===== config.mk =====
export PLATFORM = sky130hd
export DESIGN_NAME = seg_scan_ctrl
export DESIGN_NICKNAME = d
export VERILOG_FILES = /design/src/rtl/seg_scan_ctrl.sv
export SDC_FILE = /design/constraint.sdc
export NUM_CORES = 1
export LEC_CHECK = 0
export CORE_ASPECT_RATIO = 0.75
export CORE_UTILIZATION = 40
export DETAILED_ROUTE_END_ITERATION = 10
export GPL_TIMING_DRIVEN = 0
export HOLD_SLACK_MARGIN = 0.02
export PLACE_DENSITY_LB_ADDON = 0.15
export SKIP_LAST_GASP = 1
export SLEW_MARGIN = 5
export SYNTH_ARGS = -nofsm -noshare
export SYNTH_HDL_FRONTEND = slang
export SYNTH_SLANG_ARGS = --single-unit

===== constraint.sdc =====
create_clock -name clk -period 9 [get_ports clk]
set_input_delay 2.7 -clock clk [delete_from_list [all_inputs] [get_ports clk]]
set_output_delay 2.7 -clock clk [all_outputs]
set_load 0.02 [all_outputs]

===== src/rtl/seg_scan_ctrl.sv =====
// seg_scan_ctrl: time-multiplexed driver for an 8-digit common-anode
// seven-segment display. Holds eight {dp,hex} digit registers and scans
// them one slot at a time, with all-off blanking gaps between slots.
//
// FSM states
//   state    | meaning
//   ---------+---------------------------------------------------------
//   S_OFF    | scan disabled; all outputs dark, idx and cnt held at 0
//   S_ACTIVE | digit idx driven for DIV cycles (cnt counts 0..DIV-1)
//   S_DEAD   | all-off gap of DEAD cycles before advancing to idx+1
module seg_scan_ctrl #(
  parameter int DIV  = 1000,
  parameter int DEAD = 4
) (
  input  logic       clk,
  input  logic       rst_n,
  input  logic       en,
  input  logic       wr_en,
  input  logic [2:0] wr_idx,
  input  logic [4:0] wr_data,
  input  logic [7:0] blank,
  output logic [7:0] seg_out,
  output logic [7:0] an_out,
  output logic [2:0] digit_idx,
  output logic       frame_tick
);

  localparam int MAXC = (DIV > DEAD) ? DIV : DEAD;
  localparam int CW   = $clog2(MAXC);
  localparam logic [CW-1:0] DIV_LAST  = CW'(DIV - 1);
  localparam logic [CW-1:0] DEAD_LAST = CW'(DEAD - 1);

  typedef enum logic [1:0] {
    S_OFF    = 2'd0,
    S_ACTIVE = 2'd1,
    S_DEAD   = 2'd2
  } state_t;

  state_t        state_q, state_d;
  logic [CW-1:0] cnt_q, cnt_d;
  logic [2:0]    idx_q, idx_d;
  logic          tick_q, tick_d;
  logic [4:0]    digit_q [8];
  logic [7:0]    blank_q;
  logic [4:0]    cur_digit;
  logic [6:0]    pattern;

  // Next-state logic; en low overrides everything and parks the scan in OFF.
  always_comb begin
    state_d = state_q;
    cnt_d   = cnt_q;
    idx_d   = idx_q;
    tick_d  = 1'b0;
    if (!en) begin
      state_d = S_OFF;
      cnt_d   = '0;
      idx_d   = '0;
    end else begin
      case (state_q)
        S_OFF: begin
          state_d = S_ACTIVE;
          cnt_d   = '0;
          idx_d   = '0;
        end
        S_ACTIVE: begin
          if (cnt_q == DIV_LAST) begin
            state_d = S_DEAD;
            cnt_d   = '0;
          end else begin
            cnt_d = cnt_q + CW'(1);
          end
        end
        S_DEAD: begin
          if (cnt_q == DEAD_LAST) begin
            state_d = S_ACTIVE;
            cnt_d   = '0;
            idx_d   = idx_q + 3'd1;
            tick_d  = (idx_q == 3'd7);
          end else begin
            cnt_d = cnt_q + CW'(1);
          end
        end
        default: begin
          state_d = S_OFF;
          cnt_d   = '0;
          idx_d   = '0;
        end
      endcase
    end
  end

  // Scan state register with synchronous active-low reset.
  always_ff @(posedge clk) begin
    if (!rst_n) begin
      state_q <= S_OFF;
      cnt_q   <= '0;
      idx_q   <= '0;
      tick_q  <= 1'b0;
    end else begin
      state_q <= state_d;
      cnt_q   <= cnt_d;
      idx_q   <= idx_d;
      tick_q  <= tick_d;
    end
  end

  // Digit registers and blank mask; blank is registered so no input reaches
  // an output combinationally.
  always_ff @(posedge clk) begin
    if (!rst_n) begin
      for (int i = 0; i < 8; i++) digit_q[i] <= '0;
      blank_q <= '0;
    end else begin
      if (wr_en) digit_q[wr_idx] <= wr_data;
      blank_q <= blank;
    end
  end

  // Hex to active-high {a..g} pattern for the digit currently selected.
  always_comb begin
    cur_digit = digit_q[idx_q];
    case (cur_digit[3:0])
      4'h0: pattern = 7'h7E;
      4'h1: pattern = 7'h30;
      4'h2: pattern = 7'h6D;
      4'h3: pattern = 7'h79;
      4'h4: pattern = 7'h33;
      4'h5: pattern = 7'h5B;
      4'h6: pattern = 7'h5F;
      4'h7: pattern = 7'h70;
      4'h8: pattern = 7'h7F;
      4'h9: pattern = 7'h7B;
      4'hA: pattern = 7'h77;
      4'hB: pattern = 7'h1F;
      4'hC: pattern = 7'h4E;
      4'hD: pattern = 7'h3D;
      4'hE: pattern = 7'h4F;
      default: pattern = 7'h47;
    endcase
  end

  // Output drive: one-hot-low anode only in ACTIVE on an unblanked digit.
  always_comb begin
    an_out  = 8'hFF;
    seg_out = 8'hFF;
    if (state_q == S_ACTIVE && !blank_q[idx_q]) begin
      an_out  = ~(8'd1 << idx_q);
      seg_out = ~{pattern, cur_digit[4]};
    end
    digit_idx  = idx_q;
    frame_tick = tick_q;
  end

endmodule


==> results.env <==
FINAL_HOLD_VIOL_COUNT=0
FIN_WS_PS=3040
FLOORPLANUTILIZATION_PCT=42.6
FINAL.SETUP_SKEW_PS=4.18
CTSHOLDBUFFERS=0
FIN_TNS_SETUP_PS=0
STD_CELL_ROWS=28
GRT_START_MAX_NET_PINS=12
MAXCAPVIOLATIONS=0
SETUP_VIOL=0
RSZ0062_AT_GRT='no'
POST_SYNTH_INST_COUNT=297
ANTENNA-DIODE-COUNT=0
CRIT_PATH_TOP_DELAY_CELL='sky130_fd_sc_hd__clkdlybuf4s50_1'
SYNTH.YOSYS.CHIP_AREA_UM2=3460
AREA_GROWTH_PCT=24.4
IO_PORT_BUFS=39
CRITPATHREQUIREDTIME_PS=6300
LAYOUT.NETS=384
AVGSYNTHCELLAREA_UM2=11.6
POSTPLACECELLAREA_UM2=3980
SETUP.WORST_PATH.END_CLASS='output pin'
TOP_CELLS_BY_AREA='sky130_fd_sc_hd__edfxtp_1 (35%), sky130_fd_sc_hd__dfxtp_1 (16%), sky130_fd_sc_hd__and2_1 (8.9%), sky130_fd_sc_hd__ha_1 (6.1%), sky130_fd_sc_hd__mux4_2 (5.2%)'
DETAILEDROUTE.FIRSTPASSITERATIONCOUNT=5
YOSYS.CELL_TYPES.COUNT=46
WORST-SETUP-PATH-TYPE='reg -> out'
CRITICAL-PATH-MAX-STAGE-DELAY_PS=550
ASYNCSETRESETFLOPFRACSYNTH_PCT=0
NUMBER_OF_ANTENNA_VIOLATIONS_AT_THE_FIRST_CHECK_IN_GLOBAL_ROUTING=0
CHIPHEIGHT_UM=82.5
WORSTHOLDPATHTYPE='reg -> reg'
CTS_POST_SETUP_BUFFERS_INSERTED=0
DETAIL_ROUTE.VIAS_PER_CELL=5.09
CTS_BUF_COUNT=9
P_LEAK_nW=1.53
FP_NETS=334
PWR_DENSITY_CELL_nW_PER_UM2=179
HOLDWS_PS=451
R2R_CELLS=8
CTS_RESIZED=0
LARGEST_DRIVER_FANOUT_ON_THE_CRITICAL_PATH=10
MAX_FREQ_MHz=168
DESIGN.DIE.AREA_UM2=9030
GRT_OVERFLOW=0
FINAL-MAX-SLEW-VIOLATION-COUNT=0
LAYOUT_TOP_CELL_EXCL_FILL_TAP='sky130_fd_sc_hd__and2_1'
POST-PLACE-WS_PS=3370
PLACER_CONGESTION=0.876
CTS_SINKS=67
PLACE_INST=441
CRITICAL_PATH_DEPTH=9
NUM_IO_PINS=40
SHARE_OF_POST_ROUTE_CELLS_WITH_DRIVE_STRENGTH_ABOVE_1_PCT=12.5
REGISTER_AREA_SHARE_AFTER_SYNTHESIS_PCT=50.3
CRITICAL_PATH.MOST_COMMON_CELL='sky130_fd_sc_hd__o211ai_1'
SYNTHESIS.AREA_UM2=3460
VDD_IR_DROP_MAX_uV=91.1
CTS_TREE='done'
TOP_CELL='sky130_fd_sc_hd__and2_1'
MAX-SLEW-MARGIN-REL_PCT=35.2
FILLERINSTANCES=720
MIN_PATH_CELLS=1
HTREEDEPTH=3
FINAL_CORE_UTILIZATION_PCT=53.0
DR.FIRST_ITER.DRC_COUNT=195
SYNTH-EDFF-COUNT=40
CLOCK_PATH_BUFFERS=2
SYNTH_AREA_LEADER_CELL='sky130_fd_sc_hd__edfxtp_1'
STATUS='finished, final reports clean'
YS.FLOPS=67
CP-START-KIND='flip-flop'
WARNING_COUNT=38
WL_PER_CELL_UM=15.6
CP_CELL_SEQUENCE='buf_6 > mux4_2 > mux2i_1 > inv_1 > ha_1 > nand3b_1 > o211ai_1 > o211ai_1 > clkdlybuf4s50_1'
FIN_CRIT_PS=5960
WIRE_LENGTH_OF_THE_FIRST_GLOBAL_ROUTING_PASS_UM=11500
PLACE_HPWL_UM=5220
FINAL-INSTANCE-COUNT-EXCL-FILL=457
FIRST_GLOBAL_VIAS=2240
WORST_SKEW_PAIR_LATER_PIN_LATENCY_PS=320
TOTAL_POWER_W=0.000771
FINAL_CELL_MIX='sky130_fd_sc_hd__and2_1 (49), sky130_fd_sc_hd__edfxtp_1 (40), sky130_fd_sc_hd__clkdlybuf4s50_1 (39), sky130_fd_sc_hd__nor2_1 (28), sky130_fd_sc_hd__dfxtp_1 (27)'
TOP_AREA_SHARE_PCT=34.7
WORSTPATHARRIVAL_PS=3260
NUMBER_OF_ANTENNA_VIOLATING_NETS_IN_THE_ROUTED_DESIGN=0
POSTLAYOUTCELLAREA_UM2=4300
WORST_PIN_SLEW_PS=962
TIMING.FINAL.CRIT_SHARE_PCT=66.2
YOSYS_WARNINGS=0
CP_TOP_FAMILY='buffers and inverters'
RESIDUAL_DRC=0
CORE-AREA_UM2=8130
CRIT_BUF_INV=3
CLOCK_TREE.ROOT_CELL='sky130_fd_sc_hd__clkbuf_16'
SYNTH.YOSYS.NUM_CELLS=297
YOSYS_MOST_USED_DFF='sky130_fd_sc_hd__edfxtp_1'
CLK_TRANSITION_REPORTED_PATHS_PS=50
DIE_WIDTH_UM=109
SYNTHTOPCELLSBYCOUNT='sky130_fd_sc_hd__and2_1 (49), sky130_fd_sc_hd__edfxtp_1 (40), sky130_fd_sc_hd__nor2_1 (28), sky130_fd_sc_hd__dfxtp_1 (27), sky130_fd_sc_hd__nand2_1 (21)'
final cells by class:
| cell class | instances | area, µm² | share of cell area (%) |
|---|---|---|---|
| repair buffers | 39 | 390 | 9.07 |
| plain buffers | 6 | 37.5 | 0.872 |
| clock inverters | 3 | 41.3 | 0.959 |
| clock buffers | 13 | 282 | 6.54 |
| well taps | 105 | 131 | 3.05 |
| inverters | 12 | 45.0 | 1.05 |
| multi-input cells | 212 | 1640 | 38.0 |
| flip-flops and latches | 67 | 1740 | 40.5 |
where the power goes:
part	leakage [nW]	switching, W	internal, W
sequential	0.604	0.00000363	0.000339
combinational	0.764	0.0000321	0.0000267
clock	0.161	0.000123	0.000246
total	1.53	0.000159	0.000612
flip-flops by register name, summed over array words and instances (netlist names), named ones only:
| name | count |
|---|---|
| cnt_q | 10 |
| digit_q | 40 |
| state_q | 2 |
| blank_q | 8 |
| frame_tick | 1 |
| digit_idx | 3 |
routing by layer:
layer	share of wire [%]	GRT usage, %
met1	51	24.2
met2	43	26.9
met3	5.0	4.16
met4	1.0	6.27
met5	0	0
cells by family after synthesis:
| family | share of synthesized area [%] |
|---|---|
| multiplexers | 10.7 |
| XOR/XNOR | 2.03 |
| flip-flops | 50.3 |
| AND-OR/OR-AND | 7.41 |
| buffers and inverters | 2.39 |
| adder cells (fa/ha/maj) | 6.15 |
| AND/OR/NAND/NOR | 21.0 |
path summary, 6_finish.rpt:
kind / slack, ps / start / end
setup / recovery: 3040 / flip-flop / seg_out[4]
hold / removal: 450 / cnt_q[0] / cnt_q[0]
setup reg to reg: 7070 / state_q[0] / cnt_q[3]
hold reg to reg: 450 / cnt_q[0] / cnt_q[0]
m3.png
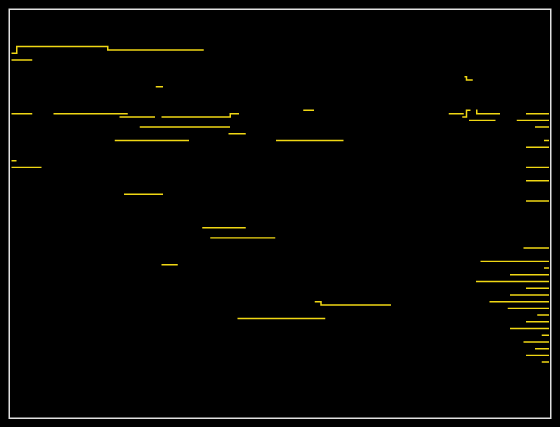
longest straight run = 19.3 µm
nets with wire on the layer = 44
sum of routed wire length over all layers: 7130 µm
Via Count: 2326

gates.png
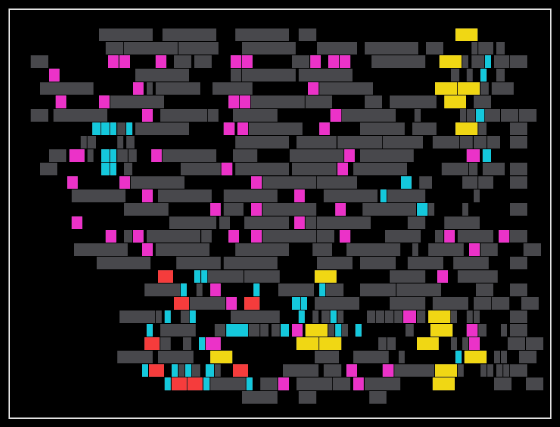
and/or cells -> magenta  # cells 57, most used and2_1, where spread over the die
nor cells -> cyan  # cells 40, most used nor2_1
fa/ha/maj cells -> yellow  # cells 17, most used ha_1
xor and xnor cells -> red  # cells 8, most used xnor2_1

congestion_map.png
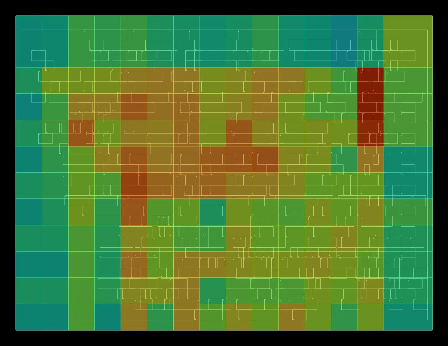
GRT Util Overall: 17.5%
met2 usage in global routing: 26.9%

m2.png
Scale bar: 20 µm.
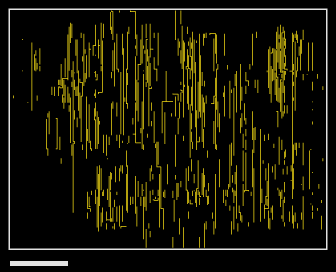
share of all routed wire = 43%
nets with wire on the layer = 303
main direction = vertical
longest straight run = 57.5 µm

ff_map.png
Scale bar: 20 µm. Other sequential cells in the stronger grey, the rest of the logic in the fainter grey.
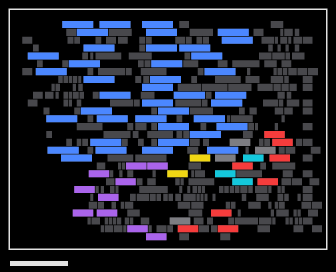
`digit_q` -> blue  # sequential cells 40
`state_q` -> yellow  # sequential cells 2
`cnt_q` -> purple  # sequential cells 10
`digit_idx` -> cyan  # sequential cells 3
`blank_q` -> red  # sequential cells 8
not coloured = 4

Power and IR drop assume default switching activity.
